### src/rtl/paddle_input_conditioner.sv
`timescale 1ns/1ps
// paddle_input_conditioner
//   Turns the four raw paddle push-buttons into one-cycle move-enable pulses
//   for the game core. Each button is polarity-normalised, synchronised,
//   debounced, and then drives a press/auto-repeat pulse generator. When both
//   directions of one paddle are held, that paddle's pulses are suppressed.
//   A game-level enable holds every repeat generator idle.
//
// Ports
//   clk              system clock, rising edge
//   reset            asynchronous active-high reset
//   enable           1 = game running, 0 = no pulses, repeat generators idle
//   btnRaw[3:0]      raw buttons {rightDown, rightUp, leftDown, leftUp}, async
//   leftPaddleUp     one-cycle move pulse, left paddle up
//   leftPaddleDown   one-cycle move pulse, left paddle down
//   rightPaddleUp    one-cycle move pulse, right paddle up
//   rightPaddleDown  one-cycle move pulse, right paddle down
//   btnHeld[3:0]     debounced pressed level, same bit order as btnRaw
module paddle_input_conditioner #(
    parameter int BTN_ACTIVE_LOW  = 1,
    parameter int DEBOUNCE_CYCLES = 16,
    parameter int REPEAT_DELAY    = 32,
    parameter int REPEAT_PERIOD   = 8,
    parameter int CNT_W           = 8
) (
    input  logic       clk,
    input  logic       reset,
    input  logic       enable,
    input  logic [3:0] btnRaw,
    output logic       leftPaddleUp,
    output logic       leftPaddleDown,
    output logic       rightPaddleUp,
    output logic       rightPaddleDown,
    output logic [3:0] btnHeld
);

    localparam logic [1:0] ST_IDLE   = 2'd0;
    localparam logic [1:0] ST_DELAY  = 2'd1;
    localparam logic [1:0] ST_REPEAT = 2'd2;

    // Compare values are "one before the target" because the counter is
    // checked before it would be incremented to the target.
    localparam logic [CNT_W-1:0] DEB_LAST    = CNT_W'(DEBOUNCE_CYCLES - 1);
    localparam logic [CNT_W-1:0] DELAY_LAST  = CNT_W'(REPEAT_DELAY - 1);
    localparam logic [CNT_W-1:0] PERIOD_LAST = CNT_W'(REPEAT_PERIOD - 1);

    logic [3:0]       btn_norm;
    logic [3:0]       sync1_q, sync1_d;
    logic [3:0]       sync2_q, sync2_d;
    logic [3:0]       deb_q, deb_d;
    logic [CNT_W-1:0] deb_cnt_q [4];
    logic [CNT_W-1:0] deb_cnt_d [4];
    logic [1:0]       state_q [4];
    logic [1:0]       state_d [4];
    logic [CNT_W-1:0] rep_cnt_q [4];
    logic [CNT_W-1:0] rep_cnt_d [4];
    logic [3:0]       pulse_q, pulse_d;
    logic             left_conflict;
    logic             right_conflict;

    // Normalise so that internally pressed = 1; released therefore resets to 0.
    always_comb begin
        btn_norm = (BTN_ACTIVE_LOW != 0) ? ~btnRaw : btnRaw;
        sync1_d  = btn_norm;
        sync2_d  = sync1_q;
    end

    // Debounce: count consecutive cycles the synchronised input disagrees
    // with the accepted level; accept the new level on the last one.
    always_comb begin
        deb_d = deb_q;
        for (int unsigned i = 0; i < 4; i++) begin
            deb_cnt_d[i] = '0;
            if (sync2_q[i] != deb_q[i]) begin
                if (deb_cnt_q[i] == DEB_LAST) begin
                    deb_d[i] = ~deb_q[i];
                end else begin
                    deb_cnt_d[i] = deb_cnt_q[i] + 1'b1;
                end
            end
        end
    end

    // Press / auto-repeat generator. Release or disable overrides any pulse.
    always_comb begin
        pulse_d = '0;
        for (int unsigned i = 0; i < 4; i++) begin
            state_d[i]   = state_q[i];
            rep_cnt_d[i] = rep_cnt_q[i];
            if (!deb_q[i] || !enable) begin
                state_d[i]   = ST_IDLE;
                rep_cnt_d[i] = '0;
            end else begin
                case (state_q[i])
                    ST_IDLE: begin
                        pulse_d[i]   = 1'b1;
                        rep_cnt_d[i] = '0;
                        state_d[i]   = ST_DELAY;
                    end
                    ST_DELAY: begin
                        if (rep_cnt_q[i] == DELAY_LAST) begin
                            pulse_d[i]   = 1'b1;
                            rep_cnt_d[i] = '0;
                            state_d[i]   = ST_REPEAT;
                        end else begin
                            rep_cnt_d[i] = rep_cnt_q[i] + 1'b1;
                        end
                    end
                    ST_REPEAT: begin
                        if (rep_cnt_q[i] == PERIOD_LAST) begin
                            pulse_d[i]   = 1'b1;
                            rep_cnt_d[i] = '0;
                        end else begin
                            rep_cnt_d[i] = rep_cnt_q[i] + 1'b1;
                        end
                    end
                    default: begin
                        state_d[i]   = ST_IDLE;
                        rep_cnt_d[i] = '0;
                    end
                endcase
            end
        end
    end

    always_ff @(posedge clk or posedge reset) begin
        if (reset) begin
            sync1_q <= '0;
            sync2_q <= '0;
            deb_q   <= '0;
            pulse_q <= '0;
            for (int unsigned i = 0; i < 4; i++) begin
                deb_cnt_q[i] <= '0;
                state_q[i]   <= ST_IDLE;
                rep_cnt_q[i] <= '0;
            end
        end else begin
            sync1_q <= sync1_d;
            sync2_q <= sync2_d;
            deb_q   <= deb_d;
            pulse_q <= pulse_d;
            for (int unsigned i = 0; i < 4; i++) begin
                deb_cnt_q[i] <= deb_cnt_d[i];
                state_q[i]   <= state_d[i];
                rep_cnt_q[i] <= rep_cnt_d[i];
            end
        end
    end

    // Conflict masking is applied on the output only, so both generators of a
    // conflicted paddle keep their own phase for when one side is released.
    always_comb begin
        left_conflict   = deb_q[0] & deb_q[1];
        right_conflict  = deb_q[2] & deb_q[3];
        leftPaddleUp    = pulse_q[0] & ~left_conflict;
        leftPaddleDown  = pulse_q[1] & ~left_conflict;
        rightPaddleUp   = pulse_q[2] & ~right_conflict;
        rightPaddleDown = pulse_q[3] & ~right_conflict;
        btnHeld         = deb_q;
    end

endmodule
### config.mk
export PLATFORM = sky130hd
export DESIGN_NAME = paddle_input_conditioner
export DESIGN_NICKNAME = d
export VERILOG_FILES = /design/src/rtl/paddle_input_conditioner.sv
export SDC_FILE = /design/constraint.sdc
export NUM_CORES = 1
export LEC_CHECK = 0
export CAP_MARGIN = 30
export CORE_MARGIN = 1.5
export CORE_UTILIZATION = 55
export CTS_CLUSTER_DIAMETER = 80
export DETAILED_ROUTE_END_ITERATION = 12
export PLACE_DENSITY = 0.79
export SLEW_MARGIN = 20
export SYNTH_ARGS = -nofsm -noshare
export SYNTH_HDL_FRONTEND = slang
export SYNTH_SLANG_ARGS = --single-unit
### constraint.sdc
create_clock -name clk -period 2.5 [get_ports clk]
set_input_delay 0.375 -clock clk [delete_from_list [all_inputs] [get_ports clk]]
set_output_delay 0.375 -clock clk [all_outputs]
set_load 0.005 [all_outputs]
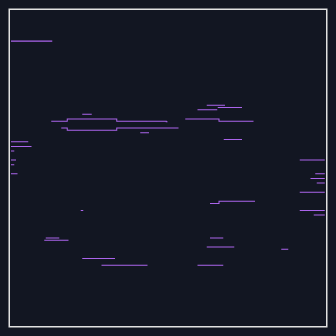
Figure 1: M3 wires.
- nets with wire on the layer: 27
- main direction: horizontal
- share of all routed wire: 3.1%
met3 layer usage reported by global route: 0.04126
Final Routed Wirelength: 8.105 mm

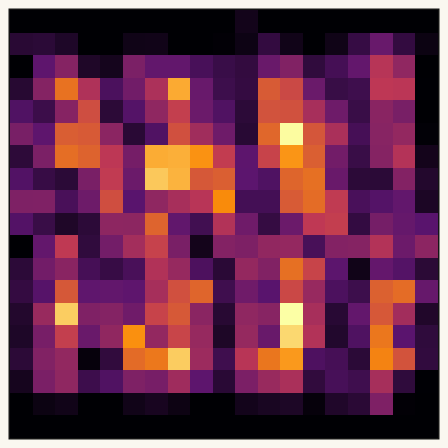
Figure 2: wiring heat map.
The die is cut into 19 by 19 equal tiles; black is low, pale yellow is high, scaled to the fullest tile. Values are wire area over tile area, all layers added.
- nearly empty tiles: 16%
- mean over tiles: 0.14
- densest ninth of the die: centre
- fullest tile: 0.50
drt wl/cell: 14.58 µm
overall track demand over capacity in global routing: 0.1994
via count: 3293

==> summary.txt <==
Notes on the physical implementation.

- The final worst-path setup slack is 512.5 ps, for reference.
- The total number of warnings across the stage logs is 42, for reference.
- Yosys reports a chip area of 4546 µm².
- The largest net degree at the start of global routing is 33, for reference.
- The main flop type is sky130_fd_sc_hd__dfrtp_1, for reference.
- Setup repair after global routing left no endpoint under its margin.
- After the last flow step, the layout net total stands at 484.
- The net count after synthesis is 463, for reference.
- The number of gates resized after cts is 0, for reference.
- Counting both buffers and inverters, the worst setup path holds a total of 1.
- Among all stages on the critical path, the maximum delay recorded is 540 ps.
- The category of the worst setup path launch point is a flop, for reference.
- The max-slew violation count is 0, for reference.
- The design area is 5026 µm², for reference.
- The run finished with clean final reports.
- The pin closest to its max-slew limit shows a slew of 607.0 ps.
- In the layout the commonest cells are sky130_fd_sc_hd__dfrtp_1, sky130_fd_sc_hd__nand2_1, sky130_fd_sc_hd__inv_1.
- The number of antenna repair diodes is 0, for reference.
- Endpoints failing hold in the final report were tallied at 0.
- The number of global-route vias before repair is 3256, for reference.
- Per Yosys stat, the portion of area used by sequential elements is 0.4844.
- The chip occupies 8819 µm².
- The final cycle utilization of the critical path is 0.7950, for reference.
- The worst ir drop on vdd is 404.3 µV, for reference.
- The number of setup violations in the final report is 0, for reference.
- The relative slew slack is 0.5945, for reference.
- The CTS sink count is 88, for reference.
- The clock-pin slew of the registers on the worst-case setup and hold paths is 80 ps, for reference.
- The utilization after layout is 0.6405, for reference.
- The worst hold path passes through 0 cells.
- After clock tree synthesis, the flow added hold-fix buffers numbering 0.
- The area share of the largest cell type after synthesis is 0.4844, for reference.
- TritonRoute reported its final design rule violation total as 0.
- The total power per unit cell area is 500.0 nW/µm², for reference.
- The initial cell density of the core is 0.5792, for reference.
- STA puts the critical path data arrival time at 1610 ps.
- In this run the remaining antenna-violating nets after routing total 0.
- The worst slack at placement is 368.8 ps, for reference.
- The source of the worst hold timing path is sync1_q[0], for reference.
- The synthesized area per cell is 10.62 µm², for reference.
- The first global-routing pass estimated 14.09 mm of wire.
- The design draws 2.513 mW.
- The placement report lists the number of port buffers as 14.
- The critical path's slowest cell is sky130_fd_sc_hd__clkdlybuf4s50_1, for reference.
- After global routing the overflow that remains totals 0.
- For the final database, setup skew stands at 9.247 ps.
- By area the synthesized netlist is led by sky130_fd_sc_hd__dfrtp_1, sky130_fd_sc_hd__ha_1, sky130_fd_sc_hd__or3_1.
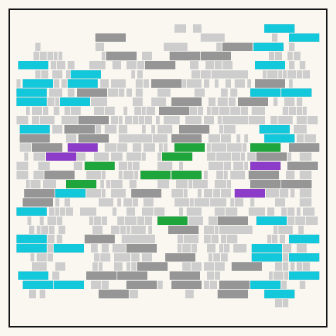
Figure 3: where the registers sit.
- `deb_cnt_q`: cyan (flops 32; where spread over the die)
- `pulse_q`: purple (flops 4)
- `state_q`: green (flops 8; where centre)
- not coloured: 44

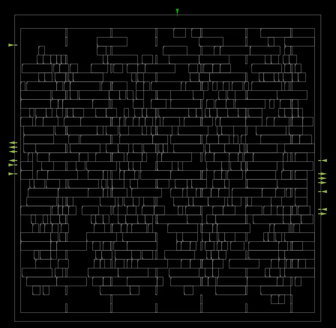
Figure 4: placement view.
Rows: 32
Tap Count: 102

cell families after synthesis:
group                    synth area share
AND-OR/OR-AND                      0.1621
XOR/XNOR                          0.04624
adder cells (fa/ha/maj)           0.07707
buffers and inverters             0.03138
flip-flops                         0.4844
multiplexers                      0.02312
AND/OR/NAND/NOR                    0.1756
registers in the layout, indices dropped and copies added, names as in the netlist:
register / cells
deb_cnt_q: 32
rep_cnt_q: 32
state_q: 8
btnHeld: 4
pulse_q: 4
sync1_q: 4
sync2_q: 4
where the power goes:
| part | switching (mW) | internal (mW) | total, mW |
|---|---|---|---|
| logic | 0.0496 | 0.0314 | 0.0810 |
| registers | 0.0184 | 1.44 | 1.46 |
| clock network | 0.477 | 0.492 | 0.969 |
| total | 0.546 | 1.97 | 2.51 |
worst max path at each step:
stage / start / end / slack, ps / cells after the start
floorplan: state_q[0] / state_q[0] / 750 / 5
global placement: enable / rep_cnt_q[12] / 500 / 4
detailed placement: enable / rep_cnt_q[12] / 370 / 4
CTS: btnHeld[3] / rightPaddleUp / 490 / 2
global route: state_q[0] / state_q[0] / 410 / 5
finish: btnHeld[3] / rightPaddleUp / 510 / 2
metrics by stage:
stage / hold WS, ps / std cells
after floorplan: 331.2 / 428
after global placement: 334.1 / 540
after detailed placement: 337.0 / 540
after CTS: 358.3 / 556
after global routing: 364.1 / 556
final: 353.3 / 556
final cells by class:
class	count	area (µm²)
inverters	30	116.4
flip-flops and latches	88	2202
multi-input cells	304	2201
well taps	102	127.6
clock buffers	12	145.1
fillers	604	2821
clock inverters	4	53.80
repair buffers	16	180.2
layer usage:
layer	vias up	track usage	part of all wire
li1	1623	-	-
met1	1615	0.2451	0.47
met2	47	0.3514	0.49
met3	8	0.04126	0.030
met4	0	0.06095	0.011
met5	-	0	0
No activity file was given, so power comes from the tool's default toggle rates.
